Fig. 1: run 1, supply network
Scale: 6 px per um. Pins as bars on the die edge.
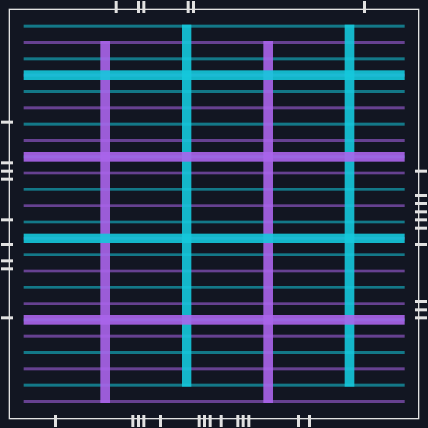
Fig. 2: run 1, routed clock nets over the placement
Scale: 4 px per um.
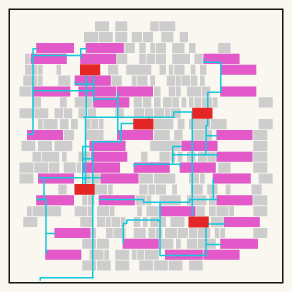
Fig. 3: run 1, clock nets
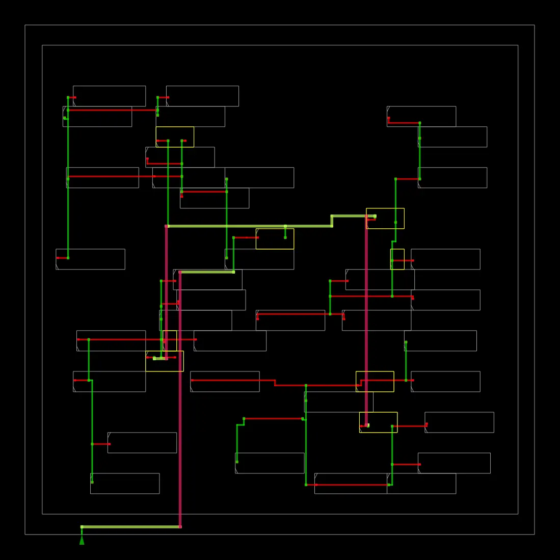
<file path="src/rtl/tlc_pkg.sv">
// Shared traffic-light definitions: monitor phase encoding, lamp vector
// constants and the decoded lamp classification.
package tlc_pkg;

  typedef enum logic [2:0] {
    PH_OFF   = 3'd0,
    PH_RED   = 3'd1,
    PH_YEL   = 3'd2,
    PH_GRN   = 3'd3,
    PH_FAULT = 3'd4
  } phase_e;

  typedef enum logic [2:0] {
    LV_OFF = 3'd0,
    LV_RED = 3'd1,
    LV_YEL = 3'd2,
    LV_GRN = 3'd3,
    LV_BAD = 3'd4
  } lamp_e;

  // Lamp vectors are packed as {r, y, g}.
  localparam logic [2:0] LAMP_OFF = 3'b000;
  localparam logic [2:0] LAMP_RED = 3'b100;
  localparam logic [2:0] LAMP_YEL = 3'b010;
  localparam logic [2:0] LAMP_GRN = 3'b001;

  function automatic phase_e lamp_to_phase(lamp_e kind);
    case (kind)
      LV_RED:  return PH_RED;
      LV_YEL:  return PH_YEL;
      LV_GRN:  return PH_GRN;
      default: return PH_OFF;
    endcase
  endfunction

  function automatic phase_e successor(phase_e p);
    case (p)
      PH_RED:  return PH_YEL;
      PH_YEL:  return PH_GRN;
      PH_GRN:  return PH_RED;
      default: return PH_RED;
    endcase
  endfunction

endpackage

</file>
<file path="src/rtl/tlc_lamp_decode.sv">
// Classifies a sampled {r,y,g} lamp vector as OFF, a single lit lamp, or BAD.
module tlc_lamp_decode
  import tlc_pkg::*;
(
  input  logic [2:0] lamp_i,
  output logic [2:0] kind_o
);

  always_comb begin
    case (lamp_i)
      LAMP_OFF: kind_o = LV_OFF;
      LAMP_RED: kind_o = LV_RED;
      LAMP_YEL: kind_o = LV_YEL;
      LAMP_GRN: kind_o = LV_GRN;
      default:  kind_o = LV_BAD;
    endcase
  end

endmodule

</file>
<file path="src/rtl/tlc_monitor.sv">
// Traffic-light sequence monitor: samples the lamp drives, tracks the phase
// and its dwell, and flags illegal combinations, orders and dwell times.
module tlc_monitor
  import tlc_pkg::*;
#(
  parameter int DWELL_MIN = 7,
  parameter int DWELL_MAX = 7,
  parameter int CW        = 8
) (
  input  logic          clk,
  input  logic          rst,
  input  logic          clr,
  input  logic          r,
  input  logic          y,
  input  logic          g,
  output logic [2:0]    phase,
  output logic [CW-1:0] dwell,
  output logic          err_combo,
  output logic          err_seq,
  output logic          err_short,
  output logic          err_long,
  output logic          err_any,
  output logic [15:0]   cycles,
  output logic          locked
);

  localparam logic [CW-1:0] DWELL_SAT = '1;
  localparam logic [CW-1:0] MIN_C     = CW'(DWELL_MIN);
  localparam logic [CW-1:0] MAX_C     = CW'(DWELL_MAX);
  localparam logic [CW-1:0] ONE_C     = CW'(1);

  logic [2:0]    lamp_q;
  logic [2:0]    kind_raw;
  lamp_e         kind;
  phase_e        state_q, state_d, seen;
  logic [CW-1:0] dwell_q, dwell_d, dwell_inc;
  logic          combo_q, combo_d, seq_q, seq_d, short_q, short_d, long_q, long_d;
  logic          any_q, any_d, locked_q, locked_d, wrap;
  logic [15:0]   cycles_q, cycles_d;

  tlc_lamp_decode u_decode (
    .lamp_i (lamp_q),
    .kind_o (kind_raw)
  );

  assign kind      = lamp_e'(kind_raw);
  assign seen      = lamp_to_phase(kind);
  assign dwell_inc = (dwell_q == DWELL_SAT) ? dwell_q : dwell_q + ONE_C;

  always_ff @(posedge clk or posedge rst) begin
    if (rst) begin
      lamp_q   <= LAMP_OFF;
      state_q  <= PH_OFF;
      dwell_q  <= '0;
      combo_q  <= 1'b0;
      seq_q    <= 1'b0;
      short_q  <= 1'b0;
      long_q   <= 1'b0;
      any_q    <= 1'b0;
      cycles_q <= '0;
      locked_q <= 1'b0;
    end else begin
      lamp_q   <= {r, y, g};
      state_q  <= state_d;
      dwell_q  <= dwell_d;
      combo_q  <= combo_d;
      seq_q    <= seq_d;
      short_q  <= short_d;
      long_q   <= long_d;
      any_q    <= any_d;
      cycles_q <= cycles_d;
      locked_q <= locked_d;
    end
  end

  // BAD outranks every sequencing decision; FAULT swallows everything except
  // a clean RED or OFF, so it never re-fires pulses while it waits.
  always_comb begin
    state_d = state_q;
    dwell_d = dwell_inc;
    combo_d = 1'b0;
    seq_d   = 1'b0;
    short_d = 1'b0;
    long_d  = 1'b0;
    wrap    = 1'b0;
    if (kind == LV_BAD && state_q != PH_FAULT) begin
      combo_d = 1'b1;
      state_d = PH_FAULT;
      dwell_d = ONE_C;
    end else begin
      case (state_q)
        PH_OFF: begin
          if (kind == LV_RED) begin
            state_d = PH_RED;
            dwell_d = ONE_C;
          end else if (kind != LV_OFF) begin
            seq_d   = 1'b1;
            state_d = PH_FAULT;
            dwell_d = ONE_C;
          end
        end
        PH_FAULT: begin
          if (kind == LV_RED) begin
            state_d = PH_RED;
            dwell_d = ONE_C;
          end else if (kind == LV_OFF) begin
            state_d = PH_OFF;
            dwell_d = ONE_C;
          end
        end
        default: begin
          if (seen == state_q) begin
            long_d = (dwell_q == MAX_C) && (MAX_C != DWELL_SAT);
          end else if (seen == successor(state_q)) begin
            short_d = (dwell_q < MIN_C);
            state_d = successor(state_q);
            dwell_d = ONE_C;
            wrap    = (state_q == PH_GRN);
          end else begin
            seq_d   = 1'b1;
            state_d = PH_FAULT;
            dwell_d = ONE_C;
          end
        end
      endcase
    end
    any_d    = combo_d | seq_d | short_d | long_d | (any_q & ~clr);
    cycles_d = clr ? 16'd0 : cycles_q + {15'd0, wrap};
    if (clr || combo_d || seq_d) begin
      locked_d = 1'b0;
    end else if (wrap) begin
      locked_d = 1'b1;
    end else begin
      locked_d = locked_q;
    end
  end

  always_comb begin
    phase     = state_q;
    dwell     = dwell_q;
    err_combo = combo_q;
    err_seq   = seq_q;
    err_short = short_q;
    err_long  = long_q;
    err_any   = any_q;
    cycles    = cycles_q;
    locked    = locked_q;
  end

endmodule

</file>
<file path="config.mk">
export PLATFORM = sky130hd
export DESIGN_NAME = tlc_monitor
export DESIGN_NICKNAME = d
export VERILOG_FILES = /design/src/rtl/tlc_pkg.sv /design/src/rtl/tlc_lamp_decode.sv /design/src/rtl/tlc_monitor.sv
export SDC_FILE = /design/constraint.sdc
export NUM_CORES = 1
export LEC_CHECK = 0
export CAP_MARGIN = 20
export CORE_MARGIN = 2
export CORE_UTILIZATION = 45
export DETAILED_ROUTE_END_ITERATION = 8
export PLACE_DENSITY = 0.75
export SYNTH_ARGS = -nofsm -noshare
export SYNTH_HDL_FRONTEND = slang
export SYNTH_SLANG_ARGS = --single-unit
export TNS_END_PERCENT = 20
</file>
<file path="constraint.sdc">
create_clock -name clk -period 2.1 [get_ports clk]
set_clock_uncertainty 0.15 [all_clocks]
set_input_delay 0.63 -clock clk [delete_from_list [all_inputs] [get_ports clk]]
set_output_delay 0.63 -clock clk [all_outputs]
set_load 0.01 [all_outputs]
</file>
==> changes_impl.md, run 1 <==
### Metrics

* Worst slew pin tran at 0.331 ns
* Routability cong. at 0.744
* Drt first pass iters at 4
* Crit-path cells: clkdlybuf4s50_1
* Setup TNS at 0 ns
* Root Buffer: clkbuf_8
* Status: finished clean
* # IOs at 39
* Final nets at 255
* CTS HTree Levels at 2
* Tap Count at 50
* Initial antenna violation count at 0
* Main flop type: dfrtp_1
* Signal buf overhead at 21.3%
* Crit path buf inv count at 1
* Reg2reg end: cycles[13]
* Post-synthesis simple-gate area fraction at 24.9%
* End of the critical path: cycles[2]
* P_int at ~1.1 mW
* Die area at 4620 sq um
* Antenna fix cells at 0
* Most frequent cells after synthesis: 36 x dfrtp_1, 31 x nor2_1, 13 x xor2_1
* Max reg flops at 16
* Final Util at 64.4%
* Crit path kind: flip-flop to output pin
* Post-route cell area at 2560 sq um
* Post-synth EDFFs at 0
* Ys flops at 36
* Avg Cell Area, Syn at 9.69 sq um
-- Fig. 1 (at the start) --
- VDD: cyan
- VSS: purple
- rows: 23
- met1 rails: 24
- met5 straps: 4
worst vdd ir: 371 uV
Die X-Extent: 68.0 um

-- Fig. 2 (at the start) --
- flip-flops: magenta (count 36)
- clock wires: cyan (length 457 um)
- clock-net drivers: red (count 5)
- flops lie: all over the die
Late-Pin Clk Latency: 0.29 ns
power share of the clock group: 35.0%
P_clk: 0.507 mW

-- Fig. 3 (at the start) --
TritonCTS Buffers: 5
clock sink count: 36

==> inputs of run 2 (changes only) <==
--- a/config.mk
+++ b/config.mk
@@ -5,7 +5,7 @@
 export SDC_FILE = /design/constraint.sdc
 export NUM_CORES = 1
 export LEC_CHECK = 0
-export CAP_MARGIN = 20
+export CAP_MARGIN = 5
 export CORE_MARGIN = 2
 export CORE_UTILIZATION = 45
 export DETAILED_ROUTE_END_ITERATION = 8
==> run 2 against run 1 <==
  * Final area unchanged
  * Hold slack unchanged
  * Clock power about the same
  * Highest routed layer unchanged
  * Critical path type unchanged
  * First-iteration DRC count unchanged
  * Global-route usage unchanged
==> changes_impl.md, run 2 <==
### Metrics

* Met1 Usage GRT at 24.6% (unchanged)
* Post-route cell area at 2560 sq um (unchanged)
* Routability cong. at 0.744 (unchanged)
* Drt first pass iters at 4 (unchanged)
* Worst slew pin tran at 0.331 ns (unchanged)
* Main flop type: dfrtp_1 (unchanged)
* End of the critical path: cycles[2] (unchanged)
* Late-Pin Clk Latency at 0.29 ns (about the same)
* Antenna fix cells at 0 (unchanged)
* Cell Type Count at 39 (unchanged)
* P_clk at 0.507 mW (about the same)
* Final nets at 255 (unchanged)
* Crit path buf inv count at 1 (unchanged)
* Most frequent cells after synthesis: 36 x dfrtp_1, 31 x nor2_1, 13 x xor2_1 (unchanged)
* Crit-path cells: clkdlybuf4s50_1 (unchanged)
* Worst vdd ir at 371 uV (unchanged)
* Setup TNS at 0 ns (unchanged)
* Tap Count at 50 (unchanged)
* CTS HTree Levels at 2 (unchanged)
* P_int at 1.08 mW (unchanged)
* Status: finished clean (unchanged)
* CTS max path bufs at 2 (unchanged)
* # IOs at 39 (unchanged)
* Clock sink count at 36 (unchanged)
* Ys flops at 36 (unchanged)
* TritonCTS Buffers at 5 (unchanged)
* GRT Max-Usage Layer: met2 (unchanged)
* Power share of the clock group at 35.0% (about the same)
* Comb/total area at 36.5% (unchanged)
* Avg Cell Area, Syn at 9.69 sq um (unchanged)
* Root Buffer: clkbuf_8 (unchanged)
* Signal buf overhead at 21.3% (unchanged)
* Die area at 4620 sq um (unchanged)
* Final Util at 64.4% (unchanged)
* Max reg flops at 16 (unchanged)
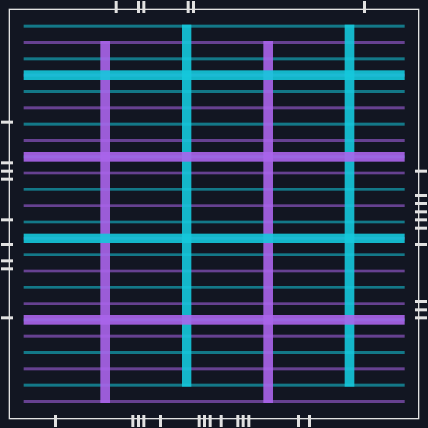
Fig. 4. Supply network (run 2).
Scale: 6 px per um. Pins as bars on the die edge.
- VSS: purple
- VDD: cyan
- rows: 23
- met4 straps: 4
- met1 rails: 24
- signal pins: 39
core area: 3970 sq um
die height: 68.0 um

==> inputs of run 3 (changes only) <==
--- a/config.mk
+++ b/config.mk
@@ -9,8 +9,10 @@
 export CORE_MARGIN = 2
 export CORE_UTILIZATION = 45
 export DETAILED_ROUTE_END_ITERATION = 8
-export PLACE_DENSITY = 0.75
+export PLACE_DENSITY = 0.74
+export SKIP_CTS_REPAIR_TIMING = 1
 export SYNTH_ARGS = -nofsm -noshare
 export SYNTH_HDL_FRONTEND = slang
+export SYNTH_HIERARCHICAL = 1
 export SYNTH_SLANG_ARGS = --single-unit
 export TNS_END_PERCENT = 20
==> run 3 against run 2 <==
  * The run now ends with negative setup slack left
  * Sequential power rose by 3%
  * Critical path depth up 8
  * Total power grew 7.6%
  * First-iteration DRC count increased by 25%
  * Hold slack better by 0.019 ns
  * Final area rose by 7.6%
  * Area after synthesis increased by 4.8%
  * Combinational power is 49% higher
  * Largest power group unchanged
  * Highest routed layer unchanged
==> changes_impl.md, run 3 <==
### Metrics

* Crit-path cells: buf_4, maj3_2, nor4_4, ha_2, nand2_2, or3_4, buf_4, o31ai_1, a21oi_1 (was clkdlybuf4s50_1)
* Setup TNS at -3.69 ns (was 0 ns)
* Signal buf overhead at 22.4% (was 21.3%)
* Cell Type Count at 46 (was 39)
* Status: complete, but fails checks (was finished clean)
* Routability cong. at 0.795 (was 0.744)
* Max reg flops at 16 (unchanged)
* Antenna fix cells at 0 (unchanged)
* TritonCTS Buffers at 5 (unchanged)
* P_clk at 0.502 mW (was 0.507 mW)
* Post-route cell area at 2750 sq um (was 2560 sq um)
* Main flop type: dfrtp_1 (unchanged)
* Post-synth EDFFs at 0 (unchanged)
* Core area at 4060 sq um (was 3970 sq um)
* # IOs at 39 (unchanged)
* Met1 Usage GRT at 26.5% (was 24.6%)
* Final worst setup slack at -0.418 ns (was 0.0377 ns)
* Final nets at 276 (was 255)
* Crit path kind: flip-flop to flip-flop (was flip-flop to output pin)
* Root Buffer: clkbuf_8 (unchanged)
* Final Util at 67.8% (was 64.4%)
* Crit path buf inv count at 2 (was 1)
* Failing checks: negative setup slack
* Drt first pass iters at 4 (unchanged)
* Final setup viols at 18 (was 0)
* Ys flops at 36 (unchanged)
* Tap Count at 50 (unchanged)
* Worst vdd ir at 370 uV (was 371 uV)
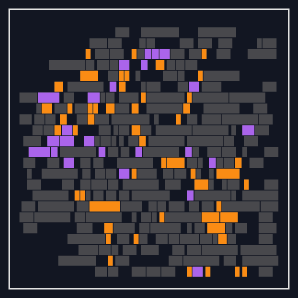
Fig. 5. Gate-type map (run 3).
Scale: 4 px per um.
- aoi and oai cells: purple (cells 24)
- nor cells: orange (cells 51)
Comb/total area: 37.5%
Commonest Layout Cell: clkdlybuf4s50_1
Final Non-Filler Cells: 318

Power is estimated from default activity; no workload was simulated.
